$ cat src/rtl/vec_pkg.sv
// Shared definitions for the vector datapath.
// Holds the default bank geometry, the element width used by the sequencer and
// the element registers, and the sequencer FSM state encoding.
package vec_pkg;

  localparam int unsigned DEF_NUM_ELEM = 8;
  localparam int unsigned DEF_IDX_W    = 3;
  localparam int unsigned ELEM_W       = 8;

  typedef enum logic {
    ST_IDLE = 1'b0,
    ST_LOAD = 1'b1
  } state_e;

endpackage

$ cat src/rtl/vector_load_sequencer_if.sv
// Byte-stream valid/ready channel feeding the vector load sequencer.
//   in_valid : producer has a byte on in_data
//   in_ready : consumer accepts the byte this cycle
//   in_data  : stream byte (ELEM_W bits)
// master = stream producer, slave = sequencer.
interface vector_load_sequencer_if;
  import vec_pkg::*;

  logic              in_valid;
  logic              in_ready;
  logic [ELEM_W-1:0] in_data;

  modport master (
    output in_valid,
    output in_data,
    input  in_ready
  );

  modport slave (
    input  in_valid,
    input  in_data,
    output in_ready
  );

endinterface

$ cat src/rtl/idx_onehot_dec.sv
// Combinational IDX_W-to-NUM_ELEM one-hot decoder.
//   idx    : element index
//   onehot : exactly one bit set, at position idx
module idx_onehot_dec #(
  parameter int unsigned NUM_ELEM = 8,
  parameter int unsigned IDX_W    = 3
) (
  input  logic [IDX_W-1:0]    idx,
  output logic [NUM_ELEM-1:0] onehot
);

  always_comb begin
    onehot      = '0;
    onehot[idx] = 1'b1;
  end

endmodule

$ cat src/rtl/vector_load_sequencer.sv
// Writes a byte stream into consecutive element registers of a vector bank.
//   clk, reset        : clock, asynchronous active-high reset
//   start             : command strobe, honoured only when idle
//   base_idx, len     : first element and element count, sampled with start
//   busy              : high while loading
//   s (slave)         : in_valid/in_ready/in_data byte stream
//   reg_din, reg_ld   : registered data and one-hot load enables to the bank
//   done              : one-cycle completion pulse, coincident with the last reg_ld
module vector_load_sequencer
  import vec_pkg::*;
#(
  parameter int unsigned NUM_ELEM = DEF_NUM_ELEM,
  parameter int unsigned IDX_W    = DEF_IDX_W
) (
  input  logic                     clk,
  input  logic                     reset,
  input  logic                     start,
  input  logic [IDX_W-1:0]         base_idx,
  input  logic [IDX_W:0]           len,
  output logic                     busy,
  vector_load_sequencer_if.slave   s,
  output logic [ELEM_W-1:0]        reg_din,
  output logic [NUM_ELEM-1:0]      reg_ld,
  output logic                     done
);

  localparam logic [IDX_W:0] MaxRem = (IDX_W + 1)'(NUM_ELEM);

  state_e                state_q, state_d;
  logic [IDX_W-1:0]      idx_q, idx_d;
  logic [IDX_W:0]        rem_q, rem_d;
  logic [ELEM_W-1:0]     din_q, din_d;
  logic [NUM_ELEM-1:0]   ld_q, ld_d;
  logic                  done_q, done_d;
  logic [NUM_ELEM-1:0]   idx_onehot;
  logic                  hs;

  idx_onehot_dec #(
    .NUM_ELEM (NUM_ELEM),
    .IDX_W    (IDX_W)
  ) u_dec (
    .idx    (idx_q),
    .onehot (idx_onehot)
  );

  assign hs = s.in_valid && (state_q == ST_LOAD);

  // State register
  always_ff @(posedge clk or posedge reset) begin
    if (reset) begin
      state_q <= ST_IDLE;
    end else begin
      state_q <= state_d;
    end
  end

  // Next-state logic
  always_comb begin
    state_d = state_q;
    unique case (state_q)
      ST_IDLE: if (start && (len != '0)) state_d = ST_LOAD;
      ST_LOAD: if (hs && (rem_q == (IDX_W + 1)'(1))) state_d = ST_IDLE;
      default: state_d = ST_IDLE;
    endcase
  end

  // Outputs decoded from state
  always_comb begin
    busy       = (state_q == ST_LOAD);
    s.in_ready = (state_q == ST_LOAD);
  end

  // Counter and output-register next values; reg_ld is a pulse so it defaults to 0,
  // while reg_din holds between handshakes.
  always_comb begin
    idx_d  = idx_q;
    rem_d  = rem_q;
    din_d  = din_q;
    ld_d   = '0;
    done_d = 1'b0;
    if (state_q == ST_IDLE) begin
      if (start) begin
        if (len == '0) begin
          done_d = 1'b1;
        end else begin
          idx_d = base_idx;
          rem_d = (len > MaxRem) ? MaxRem : len;
        end
      end
    end else if (hs) begin
      din_d  = s.in_data;
      ld_d   = idx_onehot;
      idx_d  = idx_q + IDX_W'(1);  // wraps since NUM_ELEM is a power of two
      rem_d  = rem_q - (IDX_W + 1)'(1);
      done_d = (rem_q == (IDX_W + 1)'(1));
    end
  end

  always_ff @(posedge clk or posedge reset) begin
    if (reset) begin
      idx_q  <= '0;
      rem_q  <= '0;
      din_q  <= '0;
      ld_q   <= '0;
      done_q <= 1'b0;
    end else begin
      idx_q  <= idx_d;
      rem_q  <= rem_d;
      din_q  <= din_d;
      ld_q   <= ld_d;
      done_q <= done_d;
    end
  end

  assign reg_din = din_q;
  assign reg_ld  = ld_q;
  assign done    = done_q;

endmodule

$ cat src/flat_wrapper.sv
// flat-port wrapper written by rule: the top's interface ports become plain ports
module vector_load_sequencer_flat import vec_pkg::*;
#(
  parameter int unsigned NUM_ELEM = DEF_NUM_ELEM,
  parameter int unsigned IDX_W    = DEF_IDX_W
)
  (clk, reset, start, base_idx, len, busy, reg_din, reg_ld, done, s_in_valid, s_in_data, s_in_ready);
  vector_load_sequencer_if s_i ();
  input  logic clk;
  input  logic reset;
  input  logic start;
  input  logic [IDX_W-1:0] base_idx;
  input  logic [IDX_W:0] len;
  output logic busy;
  output logic [ELEM_W-1:0] reg_din;
  output logic [NUM_ELEM-1:0] reg_ld;
  output logic done;
  input wire logic [$bits(s_i.in_valid)-1:0] s_in_valid;
  input wire logic [$bits(s_i.in_data)-1:0] s_in_data;
  output wire logic [$bits(s_i.in_ready)-1:0] s_in_ready;
  assign s_i.in_valid = s_in_valid;
  assign s_i.in_data = s_in_data;
  assign s_in_ready = s_i.in_ready;
  vector_load_sequencer #(.NUM_ELEM(NUM_ELEM), .IDX_W(IDX_W)) u_core (.clk(clk), .reset(reset), .start(start), .base_idx(base_idx), .len(len), .busy(busy), .s(s_i), .reg_din(reg_din), .reg_ld(reg_ld), .done(done));
endmodule
$ cat config.mk
export PLATFORM = sky130hd
export DESIGN_NAME = vector_load_sequencer_flat
export DESIGN_NICKNAME = d
export VERILOG_FILES = /design/src/rtl/vec_pkg.sv /design/src/rtl/vector_load_sequencer_if.sv /design/src/rtl/idx_onehot_dec.sv /design/src/rtl/vector_load_sequencer.sv /design/src/flat_wrapper.sv
export SDC_FILE = /design/constraint.sdc
export NUM_CORES = 1
export LEC_CHECK = 0
export ABC_AREA = 1
export CORE_MARGIN = 2
export CORE_UTILIZATION = 45
export DETAILED_ROUTE_END_ITERATION = 6
export PLACE_DENSITY = 0.79
export SLEW_MARGIN = 40
export SYNTH_ARGS = -nofsm -noshare
export SYNTH_HDL_FRONTEND = slang
export SYNTH_SLANG_ARGS = --single-unit
$ cat constraint.sdc
create_clock -name clk -period 1.55 [get_ports clk]
set_clock_uncertainty 0.2 [all_clocks]
set_input_delay 0.155 -clock clk [delete_from_list [all_inputs] [get_ports clk]]
set_output_delay 0.155 -clock clk [all_outputs]
set_load 0.03 [all_outputs]
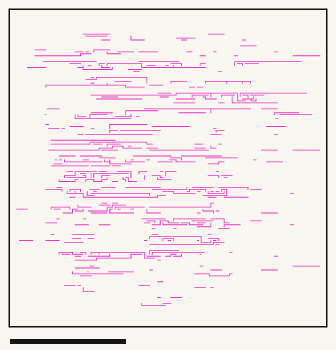
(run_1/layer_met1.png)
Scale bar: 20 µm.
main direction	horizontal
wire length on this layer	963 µm

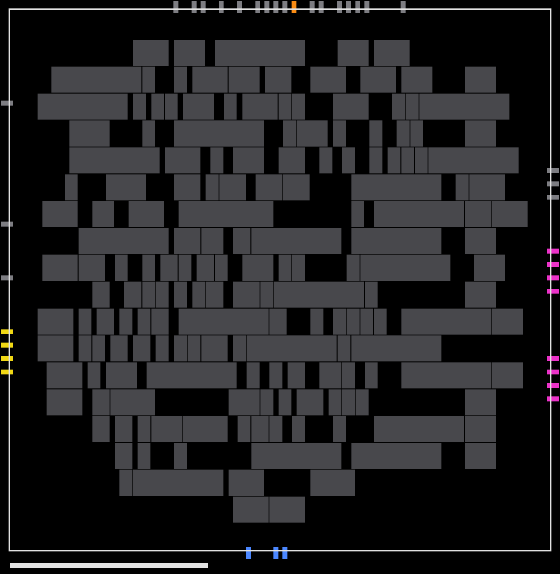
(run_1/io_placement.png)
Scale bar: 20 µm. Pins as bars across the die edge, other pins in gray.
color	port	pins	direction	edge
yellow	len	4	input	left
orange	s_in_ready	1	output	top
blue	base_idx	3	input	bottom
magenta	reg_ld	8	output	right
all pins by edge	17 top, 11 right, 7 left, 3 bottom
die height: 54.7 µm
chip width: 54.7 µm
Port Buffers: 37

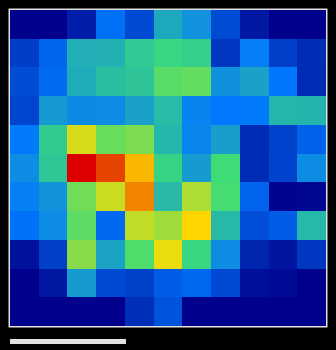
(run_1/metal_density.png)
Scale bar: 20 µm. The die is cut into 11 by 11 equal tiles; dark blue is low, red is high, scaled to the fullest tile. Values are wire area over tile area, all layers added.
tiles over half the peak	17%
emptiest ninth of the die	bottom right
fullest tile	0.42
nearly empty tiles	14%

==> flow_summary.ini, run 1 <==
; yosys + openroad results
[routing]
num_vias = 973
met3_length_um = 81
met1_length_um = 963
ant_nets = 0
first_iter_violations = 10
dr_wl_met2_um = 1260
dr.max_layer_used = met4

[logic_synthesis]
yosys-stat-area_mm2 = 0.00115
adder_share_pct = 3.25
syn_inst = 133
async_flop_share_pct = 100
yosys_warnings = 0
synth_area_mm2 = 0.00115
top_area_share_pct = 54.2
yosys.area_share.xor_xnor_pct = 0.758
avgSynthCellArea_um2 = 8.68
yosys_cells = 133
edf_count = 0
common_cells = 50 x nand2_1, 25 x dfrtp_1, 12 x nor2_1, 10 x nand3_1, 9 x inv_1
mux_area_share_pct = 0
synthSimpleGateAreaFrac_pct = 28.9

[status]
status = finished, final reports clean

[clock_network]
clkSlewWorstSetupHoldPaths_ns = 0.14
clockBufferDepth = 2
cts_root_buf = clkbuf_4
cts_made_buffers = 3
cts_tree = built
htreeDepth = 1
postCtsHoldBufs = 1

[hold_path]
hp-class = in -> reg
holdPathEnd = u_core.reg_din[0]
hold_start = s_in_data[0]

[final_layout]
comb.multi_input.count = 92
fin_area_mm2 = 0.00158
lay_top_count = nand2_1
nets = 199
clock_area_share_pct = 1.75
clock_buffers = 3
instances_no_fill = 206

[setup_path]
r2r_setup_slack_ns = 0.08
r2r_end = u_core.idx_q[2]
slowest_stage = dfrtp_1
endpoint = u_core.idx_q[2]
cp_num_cells = 6
cp-start-kind = flop

[die]
ios = 38

[power]
switching_share_pct = 45.5
cellPowerDensity_mw_per_mm2 = 1780
combinationalPower_uw = 1490
switchingPower_uw = 1280

[global_routing]
first_global_vias = 889
met1_usage_pct = 20.1
grt_pass1_wl_um = 3680
grt_max_degree = 26
use_met3_pct = 3.28

[final_timing]
tightest_slew_ns = 0.308
final-hold-violation-count = 0
clock.fmax_mhz = 680

[place]
dp_hpwl_um = 1840
--- run 2 (diff from run 1) ---
--- a/config.mk
+++ b/config.mk
@@ -6,7 +6,7 @@
 export NUM_CORES = 1
 export LEC_CHECK = 0
 export ABC_AREA = 1
-export CORE_MARGIN = 2
+export CORE_MARGIN = 5
 export CORE_UTILIZATION = 45
 export DETAILED_ROUTE_END_ITERATION = 6
 export PLACE_DENSITY = 0.79
@@ -14,3 +14,4 @@
 export SYNTH_ARGS = -nofsm -noshare
 export SYNTH_HDL_FRONTEND = slang
 export SYNTH_SLANG_ARGS = --single-unit
+export TNS_END_PERCENT = 50
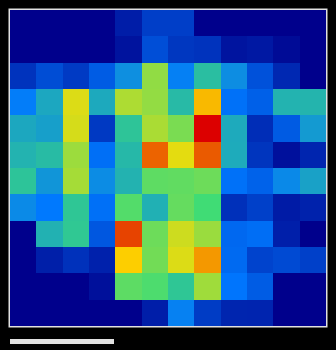
(run_2/metal_density.png)
Scale bar: 20 µm. The die is cut into 12 by 12 equal tiles; dark blue is low, red is high, scaled to the fullest tile. Values are wire area over tile area, all layers added.
mean over tiles	0.11
nearly empty tiles	21%
emptiest ninth of the die	bottom left
fullest tile	0.42
tiles over half the peak	22%

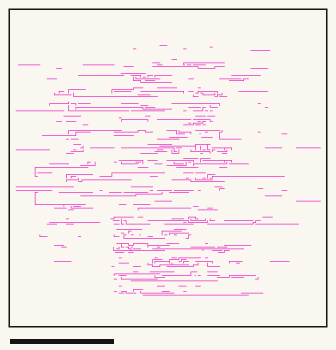
(run_2/layer_met1.png)
Scale bar: 20 µm.
wire length on this layer	1050 µm
share of all routed wire	40%
main direction	horizontal
longest straight run	20.2 µm

==> run 2 against run 1 <==
  * Cell count decreased by 0.97%
  * Non-clock buffer count decreased by 2
  * Synthesized cell count is the same
  * Critical path type is now reg -> out
  * Largest power group unchanged
==> flow_summary.ini, run 2 <==
; yosys + openroad results
[final_layout]
fin_area_mm2 = 0.00156
drive_above_1_share_pct = 12.1
clock_buffers = 3
num-nonclk-inverters = 11
instances_no_fill = 204
syn_to_final_growth_pct = 35.3
comb.multi_input.count = 92
nNonClkBuffers = 42
comb_share_pct = 28.4
area_dominant_class = flip-flops and latches
clock_area_share_pct = 1.92
nets = 197
flop_area_um2 = 626
n_fill_cell = 223
lay_top_count = nand2_1

[global_routing]
met1_usage_pct = 19.0
first_global_vias = 1031
use_met3_pct = 4.26
grt_max_degree = 26
grt_pass1_wl_um = 4400

[die]
dieHeight_um = 60.7
ios = 38
die_w_um = 60.7

[setup_path]
r2r_end = u_core.idx_q[2]
cp-start-kind = flop
cpLargestDelayFamily = flip-flops
cp.required_ns = 1.19
endpoint = busy
cp_num_cells = 1
slowest_stage = dfrtp_1
max_stage_delay_ns = 0.59
r2r_setup_slack_ns = 0.09

[logic_synthesis]
avgSynthCellArea_um2 = 8.68
async_flop_share_pct = 100
yosys-stat-area_mm2 = 0.00115
synthSimpleGateAreaFrac_pct = 28.9
adder_share_pct = 3.25
mux_area_share_pct = 0
top_area_share_pct = 54.2
syn_inst = 133
yosys_cells = 133
synth_area_mm2 = 0.00115
common_cells = 50 x nand2_1, 25 x dfrtp_1, 12 x nor2_1, 10 x nand3_1, 9 x inv_1
yosys_warnings = 0
edf_count = 0
top_area_cell = dfrtp_1
synthTopLogicFamily = simple AND/OR/NAND/NOR gates
yosys.area_share.xor_xnor_pct = 0.758

[final_timing]
clock.fmax_mhz = 671
tightest_slew_ns = 0.361
final-hold-violation-count = 0
whs_ns = 0.152

[routing]
met3_length_um = 186
first_iter_violations = 19
num_vias = 1008
wire_per_inst_um = 12.8
first_pass_iters = 6
wirelength_um = 2620
met1_length_um = 1050
ant_nets = 0
viasPerCell = 4.94
dr_wl_met2_um = 1350
dr.max_layer_used = met4

[place]
post-place-ws_ns = 0.0219
dp_hpwl_um = 2030
io_buffers = 37
place_inst = 199
placed_area_mm2 = 0.00154

[power]
switchingPower_uw = 1300
p_int_uw = 1500
combinationalPower_uw = 1440
switching_share_pct = 46.5
cellPowerDensity_mw_per_mm2 = 1790
p_comb_share_pct = 51.7

[clock_network]
numClockSinks = 25
cts_made_buffers = 3
postCtsHoldBufs = 1
clkSlewWorstSetupHoldPaths_ns = 0.15
cts_root_buf = clkbuf_4
cts_tree = built
clockBufferDepth = 2
htreeDepth = 1
cts_setup_buffers = 0

[hold_path]
holdPathEnd = u_core.reg_din[5]
hold_start = s_in_data[5]
hp-class = in -> reg

[status]
status = finished, final reports clean

[flow_run]
cap_violations = 0
--- run 3 (diff from run 2) ---
--- a/config.mk
+++ b/config.mk
@@ -6,8 +6,10 @@
 export NUM_CORES = 1
 export LEC_CHECK = 0
 export ABC_AREA = 1
+export CAP_MARGIN = 20
 export CORE_MARGIN = 5
 export CORE_UTILIZATION = 45
+export CTS_BUF_LIST = sky130_fd_sc_hd__clkbuf_16
 export DETAILED_ROUTE_END_ITERATION = 6
 export PLACE_DENSITY = 0.79
 export SLEW_MARGIN = 40
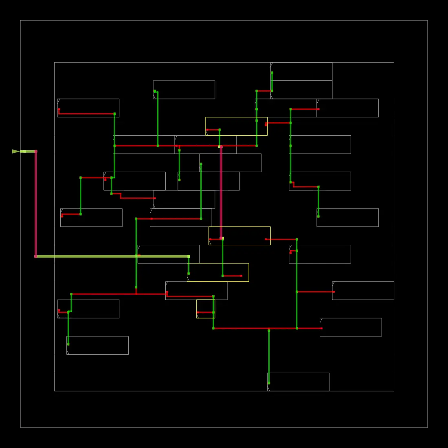
(run_3/clocks.png)
clock latency on the worst-skew pair: 0.26 ns
CTS Buf Count: 3
Flop Count: 25
clk sink count: 25

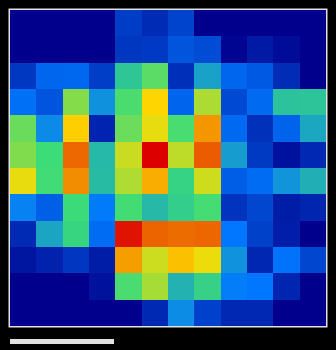
(run_3/metal_density.png)
Scale bar: 20 µm. The die is cut into 12 by 12 equal tiles; dark blue is low, red is high, scaled to the fullest tile. Values are wire area over tile area, all layers added.
tiles over half the peak	25%
emptiest ninth of the die	bottom left
fullest tile	0.39
Total Wirelength: 2570 µm
GRT Overall Usage: 15.8%
Avg WL per Cell: 12.6 µm

==> run 3 against run 2 <==
  * Register-to-register slack improved by 0.02 ns
  * Die area unchanged
  * Sequential share of layout area shrank 1.1 points
  * Critical endpoint is now u_core.idx_q[2]
==> flow_summary.ini, run 3 <==
; yosys + openroad results
[logic_synthesis]
avgSynthCellArea_um2 = 8.68
synthTopLogicFamily = simple AND/OR/NAND/NOR gates
mux_area_share_pct = 0
common_cells = 50 x nand2_1, 25 x dfrtp_1, 12 x nor2_1, 10 x nand3_1, 9 x inv_1
syn_inst = 133
yosys_warnings = 0

[setup_path]
cp_num_cells = 6
cp.required_ns = 1.49

[final_layout]
comb.multi_input.count = 92
comb_share_pct = 27.7
drive_above_1_share_pct = 12.1
clock_area_share_pct = 5.14
lay_top_count = nand2_1
area_dominant_class = flip-flops and latches
clock_buffers = 3
nNonClkBuffers = 41
flop_area_um2 = 626

[global_routing]
first_global_vias = 1032
use_met3_pct = 3.40
grt_max_degree = 26

[routing]
first_pass_iters = 4
first_iter_violations = 19
dr_wl_met2_um = 1290
viasPerCell = 4.92
ant_nets = 0

[final_timing]
whs_ns = 0.0496
final-hold-violation-count = 0

[clock_network]
cts_setup_buffers = 0
cts_tree = built
postCtsHoldBufs = 0
clockBufferDepth = 2
clkSlewWorstSetupHoldPaths_ns = 0.06
cts_root_buf = clkbuf_16

[place]
placed_area_mm2 = 0.00154

[power]
switchingPower_uw = 1320
combinationalPower_uw = 1440
p_int_uw = 1750
p_comb_share_pct = 47.0

[hold_path]
hp-class = in -> async

[status]
status = finished, final reports clean
Power figures rest on the tool's default switching activity, not on a simulated workload.
